File: config.mk
export PLATFORM = sky130hd
export DESIGN_NAME = seg7_scan_ctrl_flat
export DESIGN_NICKNAME = d
export VERILOG_FILES = /design/src/rtl/seg7_value_if.sv /design/src/rtl/seg7_scan_ctrl.sv /design/src/flat_wrapper.sv
export SDC_FILE = /design/constraint.sdc
export NUM_CORES = 1
export LEC_CHECK = 0
export CAP_MARGIN = 20
export CORE_UTILIZATION = 30
export DETAILED_ROUTE_END_ITERATION = 8
export PLACE_DENSITY = 0.48
export REMOVE_ABC_BUFFERS = 1
export SLEW_MARGIN = 30
export SYNTH_ARGS = -nofsm -noshare
export SYNTH_HDL_FRONTEND = slang
export SYNTH_SLANG_ARGS = --single-unit
File: constraint.sdc
create_clock -name clk -period 5.8 [get_ports clk]
set_clock_uncertainty 0.05 [all_clocks]
set_input_delay 0.58 -clock clk [delete_from_list [all_inputs] [get_ports clk]]
set_output_delay 0.58 -clock clk [all_outputs]
set_load 0.02 [all_outputs]
File: src/rtl/seg7_value_if.sv
// Value handshake between a producer and the 7-segment scan controller.
// A transfer happens on any rising clk edge where value_valid && value_ready; the producer holds value_in stable while valid and not ready.
interface seg7_value_if;
    logic [7:0] value_in;
    logic       value_valid;
    logic       value_ready;

    modport master (output value_in, output value_valid, input value_ready);
    modport slave  (input value_in, input value_valid, output value_ready);
endinterface

File: src/rtl/seg7_scan_ctrl.sv
// Two-digit multiplexed 7-segment scan controller with frame-aligned value commit
// and a segment-dark gap at every digit switch.
module seg7_scan_ctrl #(
    parameter int CLK_HZ       = 12000000,
    parameter int REFRESH_HZ   = 100,
    parameter int BLANK_CYCLES = 64
) (
    input  logic        clk,
    input  logic        reset,
    input  logic        enable,
    input  logic        lz_blank,
    seg7_value_if.slave val,
    output logic [3:0]  digit_addr,
    output logic        digit_sel,
    output logic        seg_on,
    output logic        frame_tick,
    output logic [7:0]  shown_value,
    output logic [2:0]  dbg_state
);
    localparam int DWELL    = CLK_HZ / (2 * REFRESH_HZ);
    localparam int SHOW_LEN = DWELL - BLANK_CYCLES;
    localparam int CNT_W    = (DWELL > 1) ? $clog2(DWELL) : 1;

    typedef enum logic [2:0] {IDLE, SHOW_HI, BLANK_HL, SHOW_LO, BLANK_LH} state_e;

    state_e           state_q, state_d;
    logic [CNT_W-1:0] cnt_q, cnt_d;
    logic [7:0]       pending_q, pending_d;
    logic             pending_full_q, pending_full_d;
    logic [7:0]       shown_q, shown_d;
    logic [3:0]       digit_addr_q, digit_addr_d;
    logic             digit_sel_q, digit_sel_d;
    logic             seg_on_q, seg_on_d;
    logic             frame_tick_q, frame_tick_d;
    logic             commit, accept;

    // State register plus all registered outputs and the value datapath.
    always_ff @(posedge clk) begin
        if (reset) begin
            state_q        <= IDLE;
            cnt_q          <= '0;
            pending_q      <= '0;
            pending_full_q <= 1'b0;
            shown_q        <= '0;
            digit_addr_q   <= '0;
            digit_sel_q    <= 1'b1;
            seg_on_q       <= 1'b0;
            frame_tick_q   <= 1'b0;
        end else begin
            state_q        <= state_d;
            cnt_q          <= cnt_d;
            pending_q      <= pending_d;
            pending_full_q <= pending_full_d;
            shown_q        <= shown_d;
            digit_addr_q   <= digit_addr_d;
            digit_sel_q    <= digit_sel_d;
            seg_on_q       <= seg_on_d;
            frame_tick_q   <= frame_tick_d;
        end
    end

    always_comb begin
        state_d = state_q;
        cnt_d   = cnt_q + CNT_W'(1);
        if (!enable) begin
            state_d = IDLE;
            cnt_d   = '0;
        end else begin
            case (state_q)
                IDLE: begin
                    state_d = SHOW_HI;
                    cnt_d   = '0;
                end
                SHOW_HI: if (cnt_q == CNT_W'(SHOW_LEN - 1)) begin
                    state_d = BLANK_HL;
                    cnt_d   = '0;
                end
                BLANK_HL: if (cnt_q == CNT_W'(BLANK_CYCLES - 1)) begin
                    state_d = SHOW_LO;
                    cnt_d   = '0;
                end
                SHOW_LO: if (cnt_q == CNT_W'(SHOW_LEN - 1)) begin
                    state_d = BLANK_LH;
                    cnt_d   = '0;
                end
                BLANK_LH: if (cnt_q == CNT_W'(BLANK_CYCLES - 1)) begin
                    state_d = SHOW_HI;
                    cnt_d   = '0;
                end
                default: begin
                    state_d = IDLE;
                    cnt_d   = '0;
                end
            endcase
        end
    end

    // Entering SHOW_HI from anywhere else is the frame boundary; only there may the shown value change.
    assign commit = (state_d == SHOW_HI) && (state_q != SHOW_HI);
    assign accept = val.value_valid && !pending_full_q;

    always_comb begin
        pending_d      = pending_q;
        pending_full_d = pending_full_q;
        shown_d        = shown_q;
        if (commit && pending_full_q) begin
            shown_d        = pending_q;
            pending_full_d = 1'b0;
        end
        if (accept) begin
            pending_d      = val.value_in;
            pending_full_d = 1'b1;
        end
    end

    // Outputs are decoded from the next state so they line up with state_q after the edge.
    always_comb begin
        digit_sel_d  = 1'b1;
        digit_addr_d = shown_d[7:4];
        seg_on_d     = 1'b0;
        frame_tick_d = commit;
        case (state_d)
            SHOW_HI:  seg_on_d = !(lz_blank && (shown_d[7:4] == 4'h0));
            BLANK_HL: begin
                digit_sel_d  = 1'b0;
                digit_addr_d = shown_d[3:0];
            end
            SHOW_LO: begin
                digit_sel_d  = 1'b0;
                digit_addr_d = shown_d[3:0];
                seg_on_d     = 1'b1;
            end
            default: ;
        endcase
    end

    assign val.value_ready = !pending_full_q;
    assign digit_addr      = digit_addr_q;
    assign digit_sel       = digit_sel_q;
    assign seg_on          = seg_on_q;
    assign frame_tick      = frame_tick_q;
    assign shown_value     = shown_q;
    assign dbg_state       = state_q;
endmodule

File: src/flat_wrapper.sv
// flat-port wrapper written by rule: the top's interface ports become plain ports
module seg7_scan_ctrl_flat 
#(
    parameter int CLK_HZ       = 12000000,
    parameter int REFRESH_HZ   = 100,
    parameter int BLANK_CYCLES = 64
)
  (clk, reset, enable, lz_blank, digit_addr, digit_sel, seg_on, frame_tick, shown_value, dbg_state, val_value_in, val_value_valid, val_value_ready);
  seg7_value_if val_i ();
  input  logic clk;
  input  logic reset;
  input  logic enable;
  input  logic lz_blank;
  output logic [3:0] digit_addr;
  output logic digit_sel;
  output logic seg_on;
  output logic frame_tick;
  output logic [7:0] shown_value;
  output logic [2:0] dbg_state;
  input wire logic [$bits(val_i.value_in)-1:0] val_value_in;
  input wire logic [$bits(val_i.value_valid)-1:0] val_value_valid;
  output wire logic [$bits(val_i.value_ready)-1:0] val_value_ready;
  assign val_i.value_in = val_value_in;
  assign val_i.value_valid = val_value_valid;
  assign val_value_ready = val_i.value_ready;
  seg7_scan_ctrl #(.CLK_HZ(CLK_HZ), .REFRESH_HZ(REFRESH_HZ), .BLANK_CYCLES(BLANK_CYCLES)) u_core (.clk(clk), .reset(reset), .enable(enable), .lz_blank(lz_blank), .val(val_i), .digit_addr(digit_addr), .digit_sel(digit_sel), .seg_on(seg_on), .frame_tick(frame_tick), .shown_value(shown_value), .dbg_state(dbg_state));
endmodule
run_1/floorplan.png
Bar = 20 um. Pins as bars on the die edge. Tap cells in grey.
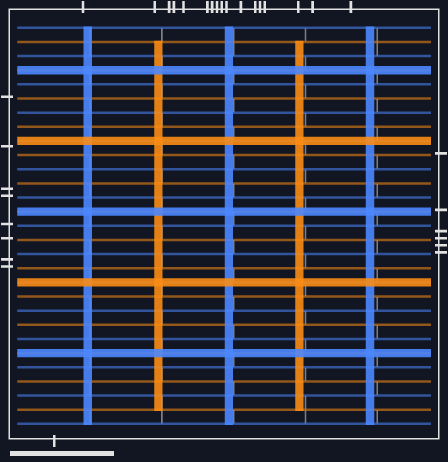
VSS: in blue. VDD: in orange.
The core has 28 rows. 5 straps on met4. 32 signal pins sit on the boundary. 29 met1 rails follow the rows. 5 straps on met5.
die width: 82.3 um
worst vdd ir: 0.0974 mV

run_1/class_map.png
Bar = 20 um.
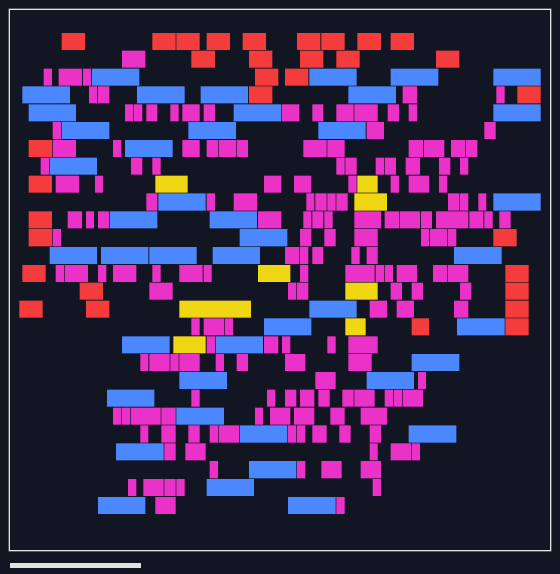
clock drivers and dummy loads: in yellow, cells 8. registers: in blue, cells 43. remaining logic cells: in magenta, cells 176. remaining buffers and delay cells: in red, cells 32.
# rows: 28
Finished Core Util: 40.0%
design area: 2430 sq um
sequential share of cell area: 35.5%

==> notes.md, run 1 <==
run metrics: status finished clean, Cell Area, Synth about 1900 sq um, # fillers approximately 630, Flops roughly 43, WP data arrival roughly 2.8 ns, seq pwr ~0.00031 W, Biggest consumer sequential cells, top cells by area dfxtp_1 45%, nor2_1 6.6%, nand2_1 5.2%, xnor2_1 5.0%, a21oi_1 4.1%, Chip Area, Yosys just under 2000 sq um, worst endpoint required time 5.98 ns, synth cell count leaders 43 x dfxtp_1, 34 x nor2_1, 27 x nand2_1, Pleak 0.823 nW, initial core utilization 31.9%, cell family with most CP delay simple AND/OR/NAND/NOR gates, tool warnings 25, Final Hold Viols 0, Routed Antenna Nets 0, Fin Hold WS roughly 0.41 ns, Worst-path clk slew 0.09 ns, Inverters 8, Repair and plain buffers 32, CTS resizes 0, most frequent cell after synthesis dfxtp_1, Flop pwr share about half, met3 GRT Util under 10%, Placed Instances 326, clock buf count 5, Crit. End Element flop, chip area 6770 sq um, max frequency about 380 MHz, GR Util met2 between 20% and 30%, drt first pass iters 4, Final Worst Setup Slack around 3.2 ns, worst slack, placed a little over 3 ns, unique cell type count in the Yosys netlist 38, Hold Path Class reg -> reg, DP Area between 2000 and 2500 sq um, GRT overflow 0, 1st-iter DRT viols 86, tap cells 75, buffer depth of the longest clock path 2, Slowest Stage Delay on Critical Path around 0.75 ns, post-CTS setup buffer count 0, R2R depth 6, Comb area share a little over 40%, Final period util between 40% and 50%, Worst Hold Depth 2, clock root buffer master clkbuf_8, CTS tree built, final net count around 270, Seq/Total Area, Yosys roughly 45%, flop2flop setup slack roughly 3.2 ns, Sw Pwr ~0.00014 W, largest net degree at the start of global routing 23, ys async rst share 0%, Synth top area share 44.5%, number of setup violations in the final report 0, routed wl met2 approximately 1.9 mm, Comb. pwr 0.0000423 W, max_cap viols 0, core area just over 6000 sq um, number of diodes 0, Crit Path Class reg -> reg, CTS Sinks about 43, most instantiated logic cells after routing 43 x dfxtp_1, 34 x nor2_1, 31 x clkdlybuf4s50_1, area leader, netlist dfxtp_1, synth warn 0, comb. cell area roughly 1000 sq um, Gate power share about 7%, met1 usage between 20% and 30%, DP Wirelength 3.20 mm, H-Tree Depth 2, input/output buffers 31, via/cell ratio just under 5, minimum clock period ~2.6 ns, first-pass GRT wire length ~7.4 mm, Mapped Cells between 200 and 250, slowest cell on the critical path or4_1, Power Total around 0.0006 W, most used logic cell in the final layout dfxtp_1, Routability Congestion 0.753, Startpoint Class flop, Met1 Routed Length 2.39 mm
run_1/clock_wires.png
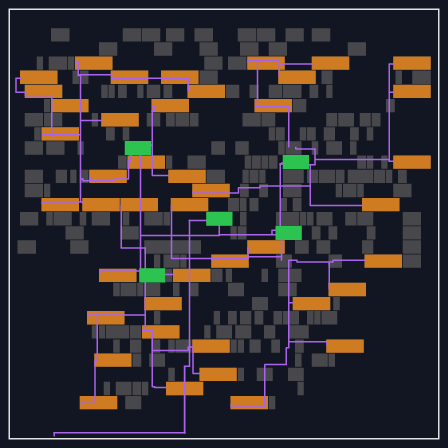
flip-flops: in orange, count 43. clock-net drivers: in green, count 5. clock wires: in purple, length 621 um.
There are 6 routed clock nets.
P_clk: 0.000246 W
Clock power frac: 41.3%
clk_lat worst skew: 0.30 ns

run_1/layers.png
Bar = 20 um. Two of the layers only.
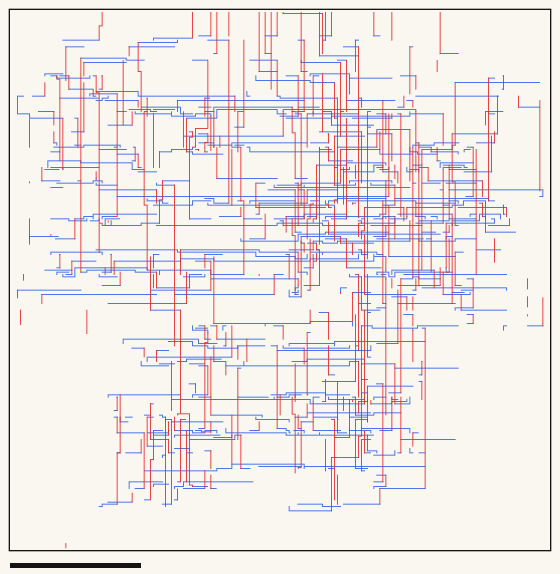
M1: in blue, wire length 2390 um. M2: in red, wire length 1910 um.
WL final: 4.48 mm
Total GRT Usage: 14.5%
WL/cell: 13.4 um

## run 1: state kept, by name, summed over array words and instances (netlist names), 3 cells and up
name	flops
u_core.cnt_q	16
u_core.dbg_state	3
u_core.digit_addr	4
u_core.pending_q	8
u_core.shown_value	8
## run 1: path summary, 6_finish.rpt
check | from | to
worst max register to register | u_core.cnt_q[0] | u_core.seg_on
worst max-delay path | u_core.cnt_q[0] | u_core.seg_on
worst min register to register | u_core.pending_q[3] | u_core.shown_value[3]
worst min-delay path | u_core.pending_q[3] | u_core.shown_value[3]
## run 1: cell families after synthesis
group	share of synthesized area (%)
AOI/OAI and AO/OA	13.7
and+or+nand+nor	26.3
xor gates and xnor gates	7.24
buffers and inverters	3.43
DFF	44.5
muxes	4.14
adders and majority gates	0.647
run_1/placed.png
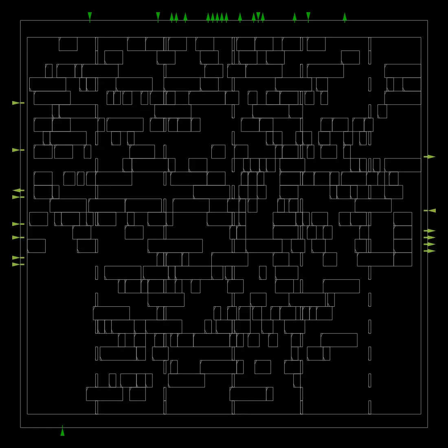

==> run 1 -> run 2 <==
==> constraint.sdc (replaced) <==
create_clock -name clk -period 2.65 [get_ports clk]
set_clock_uncertainty 0.05 [all_clocks]
set_input_delay 0.265 -clock clk [delete_from_list [all_inputs] [get_ports clk]]
set_output_delay 0.265 -clock clk [all_outputs]
set_load 0.02 [all_outputs]
run_2/placed.png
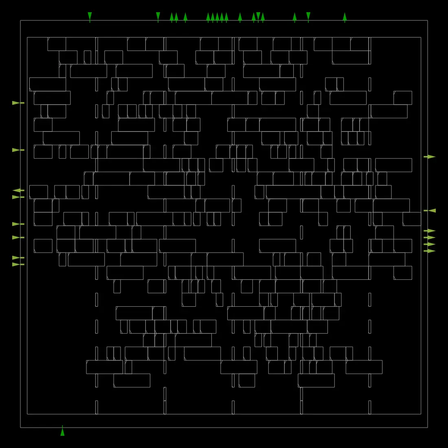
sequential share of cell area: 34.5%
final cell count without fillers: 343
core area: 6060 sq um
Finished Core Util: 41.2%
# fillers: 645

==> run 2 against run 1 <==
First-iteration DRC count shrank 28%. Routed wire length down 1.8%. Critical path depth is 1 lower. Via count up 0.86%. Utilization rose by 1.1 points. Setup slack got worse by 2.8 ns. Largest cell class unchanged.
==> notes.md, run 2 <==
run metrics: Routed Antenna Nets 0, WL/cell 12.8 um, seq pwr ~0.00067 W, first-pass GRT wire length 7.55 mm, Routability Congestion 0.735, Inverters 8, die width 82.3 um, Slowest Stage Delay on Critical Path 0.53 ns, most used logic cell in the final layout dfxtp_1, Final period util a little under nine tenths, Cell Area, Synth about 1900 sq um, Comb area share approximately two fifths, Crit Path Class reg -> reg, number of setup violations in the final report 0, GRT overflow 0, Sw Pwr between 0.0002 and 0.0003 W, number of diodes 0, Adder Share, Synth less than 1%, cell family with most CP delay simple AND/OR/NAND/NOR gates, DP Wirelength ~3.3 mm, Startpoint Class flop, Placed Instances 335, input/output buffers 31, WP data arrival 2.45 ns, slowest cell on the critical path or4_4, xor+xnor area frac 7.24%, met3 GRT Util under 10%, WL final approximately 4.4 mm, Total GRT Usage between 10% and 20%, synth warn 0, GR Util met2 21.7%, Seq/Total Area, Yosys between 40% and 50%, Power Total 0.00130 W, Pleak 0.870 nW, unique cell type count in the Yosys netlist 38, Main logic family simple AND/OR/NAND/NOR gates, aoi share between 10 and 15%, # rows 28, most frequent cell after synthesis dfxtp_1, top cells by area dfxtp_1 45%, nor2_1 6.6%, nand2_1 5.2%, xnor2_1 5.0%, a21oi_1 4.1%, chip area approximately 6800 sq um, P_clk ~0.00053 W, ys async rst share 0%, clk_lat worst skew between 0.2 and 0.3 ns, worst slack, placed approximately 0.37 ns, CTS resizes 0, Synth top area share 44.5%, most instantiated logic cells after routing 43 x dfxtp_1, 34 x nor2_1, 31 x clkdlybuf4s50_1, minimum clock period between 2 and 2.5 ns, comb. cell area between 1000 and 1500 sq um, Chip Area, Yosys between 1500 and 2000 sq um, CTS tree built, Comb. pwr roughly 0.000097 W, Biggest consumer sequential cells, Clock power frac 40.5%, synth cell count leaders 43 x dfxtp_1, 34 x nor2_1, 27 x nand2_1, largest net degree at the start of global routing 22, Flop pwr share between 50 and 60%, status finished clean, met1 usage 21.0%, drt first pass iters 4, Largest Register u_core.cnt_q, 1st-iter DRT viols around 62, Repair and plain buffers a little over 40, max frequency ~440 MHz, post-CTS setup buffer count 0, Worst-path clk slew 0.08 ns, H-Tree Depth 2, Mapped Cells between 200 and 250, DP Area approximately 2400 sq um, buffer depth of the longest clock path 2, initial core utilization about a third, final net count 281, Crit. End Element flop, area leader, netlist dfxtp_1
run_2/class_map.png
Bar = 20 um.
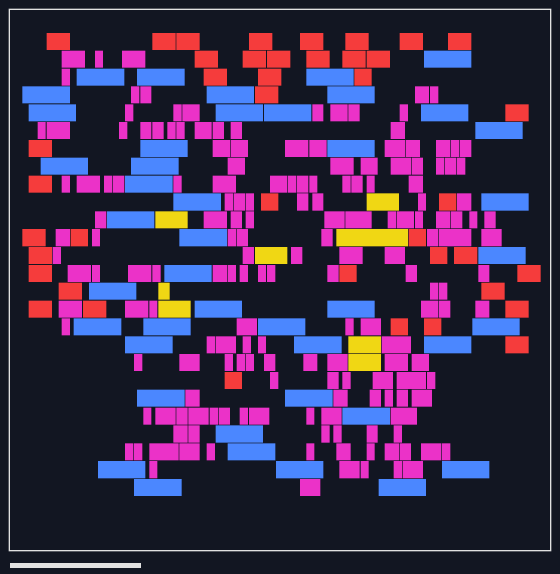
registers: in blue, cells 43. remaining buffers and delay cells: in red, cells 41. clock drivers and dummy loads: in yellow, cells 8. remaining logic cells: in magenta, cells 176.
design area: 2490 sq um

[run 2: final timing paths]
check / cells past startpoint / from / slack, ns / endpoint
hold reg to reg: 2 / u_core.pending_q[2] / 0.41 / u_core.shown_value[2]
setup / recovery: 5 / u_core.cnt_q[9] / 0.37 / u_core.seg_on
hold / removal: 2 / u_core.pending_q[2] / 0.41 / u_core.shown_value[2]
setup reg to reg: 5 / u_core.cnt_q[9] / 0.37 / u_core.seg_on
[run 2: per-layer routing]
layer / part of all wire, % / vias to the layer above
met5: 0 / -
met4: 1.3 / 0
met3: 3.7 / 5
met2: 43 / 27
met1: 52 / 748
li1: - / 871
[run 2: through the flow]
stage	hold WS (ns)	utilization (%)
after CTS	0.412	41.2
final	0.408	41.2
after detailed placement	0.396	39.2
after global placement	0.392	39.2
after floorplan	0.284	-
after global routing	0.450	41.2
run_2/floorplan.png
Bar = 20 um. Pins as bars on the die edge. Tap cells in grey.
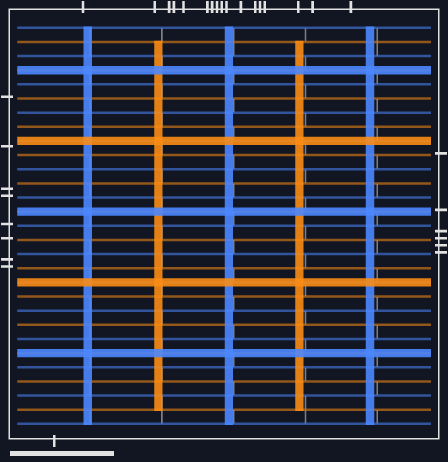

==> run 2 -> run 3 <==
--- a/config.mk
+++ b/config.mk
@@ -5,6 +5,7 @@
 export SDC_FILE = /design/constraint.sdc
 export NUM_CORES = 1
 export LEC_CHECK = 0
+export ABC_AREA = 1
 export CAP_MARGIN = 20
 export CORE_UTILIZATION = 30
 export DETAILED_ROUTE_END_ITERATION = 8
run_3/floorplan.png
Bar = 20 um. Pins as bars on the die edge. Tap cells in grey.
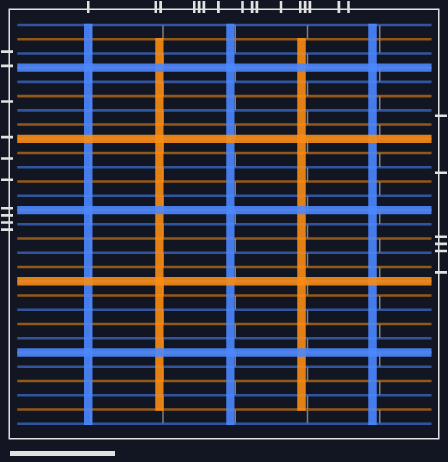
VSS: in blue. VDD: in orange.
32 signal pins sit on the boundary. 75 tap cells. 5 straps on met5. 29 met1 rails follow the rows.
core area: 6030 sq um
worst vdd ir: 0.281 mV
Chip Height: 81.7 um

run_3/placed.png
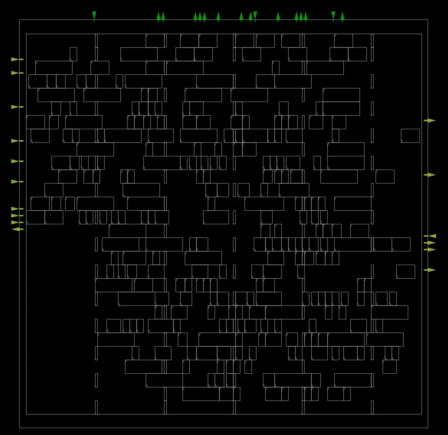
sequential share of cell area: 35.7%
tap cells: 75
final cell count without fillers: 373
Finished Core Util: 40.0%

==> run 3 against run 2 <==
Via count is 0.24% lower. Clock-buffer cell count decreased by 1. Routed wire length shrank 9.1%. Synthesized cell count rose by 14%. Critical path depth increased by 9. Synthesized area fell by 1.4%. Setup slack better by 0.30 ns. Cell count grew 8.7%. Sequential share of layout area is 1.2 points higher. Register-to-register slack better by 0.30 ns. Sequential power rose by 0.6%. Utilization fell by 1.2 points. Critical endpoint unchanged.
==> notes.md, run 3 <==
run metrics: most used logic cell in the final layout nor2_1, drt first pass iters 4, slowest cell on the critical path dfxtp_1, Final Worst Setup Slack 0.669 ns, Layout area overhead 26.4%, Flop pwr share between 50% and 60%, cell mode on critical path nand2_1, Main logic family simple AND/OR/NAND/NOR gates, Sw Pwr around 0.00032 W, worst slack, placed 0.675 ns, aoi share 9.38%, unique cell type count in the Yosys netlist 33, clock network area share under 10%, met3 GRT Util 4.11%, comb. cell area 883 sq um, Chip Area, Yosys 1910 sq um, Inverters 39, Synth top area share between 40% and 50%, worst endpoint required time about 2.8 ns, top layer in use met4, Slowest Stage Delay on Critical Path roughly 0.36 ns, seq pwr a little under 0.0007 W, multi-input gates roughly 170, WL met3 approximately 170 um, Repair and plain buffers 34, # fillers around 670, Post-synth EDFFs 0, Routability Congestion a little under 0.8, first-pass GRT wire length approximately 6.7 mm, DP Area 2320 sq um, minimum clock period 1.98 ns, detailed-route via count 1647, worst slew pin tran between 0.3 and 0.4 ns, Routed Antenna Nets 0, cell family with most CP delay simple AND/OR/NAND/NOR gates, Crit. End Element flop, # Cells Yosys ~260, Clock power frac a little over a third, H-Tree Depth 2, GR Util met2 a little under a fifth, CTS Sinks ~43, Placed Instances about 370, number of diodes 0, RSZ-0062 raised after global routing false, chip area 6680 sq um, number of setup violations in the final report 0, buffer depth of the longest clock path 2, clk_lat worst skew roughly 0.3 ns, GRT overflow 0, xor+xnor area frac a little over 4%, syn_area_per_cell around 7.3 sq um, area leader, netlist dfxtp_1, vias in the first global route 1457, fin. max-slew vios 0, Power Total between 0.001 and 0.0015 W, busiest grt layer met1, simple share 32.2%, max_cap viols 0, Mapped Cells 260, Comb area share 36.6%, most frequent cell after synthesis nor2_1, top cell category logic gates, status finished clean, Startpoint Class flop, P_clk 0.000434 W, CTS resizes 0, initial core utilization 31.6%, Crit Path Class reg -> reg, most instantiated logic cells after routing 53 x nor2_1, 46 x nand2_1, 43 x dfxtp_1, layout cells sized above 1 around a tenth, CTS tree built, register area 861 sq um, power per cell area roughly 510 nW/um^2, clock root buffer master clkbuf_8, Comb. pwr between 0.0001 and 0.00015 W, clock buf count 5, Pleak just over 1 nW, Sw Share between 20% and 30%, Biggest consumer sequential cells, Buf/Inv on CP 1, Total GRT Usage between 10% and 20%, crit path cell chain ha_1 -> nand3_2 -> nor2_1 -> nand2_1 -> inv_1 -> nand2_1 -> nand2_1 -> nand2_1 -> nand4_1 -> nand2_1 -> nor2_1 -> nand3_1 -> nand2_1 -> nand2_1, WP data arrival 2.13 ns, Final period util 74.7%, WL/cell 10.7 um, max frequency 505 MHz, synth cell count leaders 53 x nor2_1, 46 x nand2_1, 43 x dfxtp_1, Cell Area, Synth between 1500 and 2000 sq um, routed wl met2 approximately 1.6 mm, Largest Register u_core.cnt_q, Layout non-clock buf frac around 14%, largest net degree at the start of global routing 16, # rows 28, initial antenna violation count 0, Worst-path clk slew around 0.08 ns, final net count ~310, Fin Hold WS about 0.4 ns, Setup TNS 0 ns, P_int approximately 0.00091 W, 1st-iter DRT viols around 55, drt drc 0, Seq/Total Area, Yosys approximately 45%, hold buffers post-CTS 0, via/cell ratio 4.42, met1 usage between 10% and 20%, area fraction in mux cells 0%, ys async rst share 0%, input/output buffers 31, Hold Path Class reg -> reg, synth warn 0, WL final around 4.0 mm, Post-synth regs ~43, die width a little over 80 um, Largest register FFs 16, DP Wirelength around 3.1 mm, post-CTS setup buffer count 0, CP max FO 5, Flops 43, relative slew slack around three quarters, top cells by area dfxtp_1 45%, nor2_1 10%, nand2_1 9.1%, inv_1 7.1%, xor2_1 3.2%, Final Hold Viols 0, Adder Share, Synth 0.656%, io pins 32, tool warnings 25, cts bufs inserted 5, Gate power share under 10%, Met1 Routed Length 2.20 mm, ys flop type dfxtp_1, design area about 2400 sq um
## run 3: cell types whose count changed after synthesis, sizes merged, moves of 4 or more
cell / change
a21oi: -7
nand4: +5
o21ba: -4
mux2i: -8
nand2: +24
o211ai: -7
nor2: +23
xnor2: -9
o21ai: +5
and3: -5
inv: +30
## run 3: worst paths after layout
| path | start | endpoint | slack (ns) | cells past startpoint |
|---|---|---|---|---|
| setup / recovery | u_core.cnt_q[0] | u_core.seg_on | 0.67 | 14 |
| hold / removal | u_core.cnt_q[0] | u_core.cnt_q[0] | 0.40 | 1 |
| setup reg to reg | u_core.cnt_q[0] | u_core.seg_on | 0.67 | 14 |
| hold reg to reg | u_core.cnt_q[0] | u_core.cnt_q[0] | 0.40 | 1 |
Power is estimated from default activity; no workload was simulated.
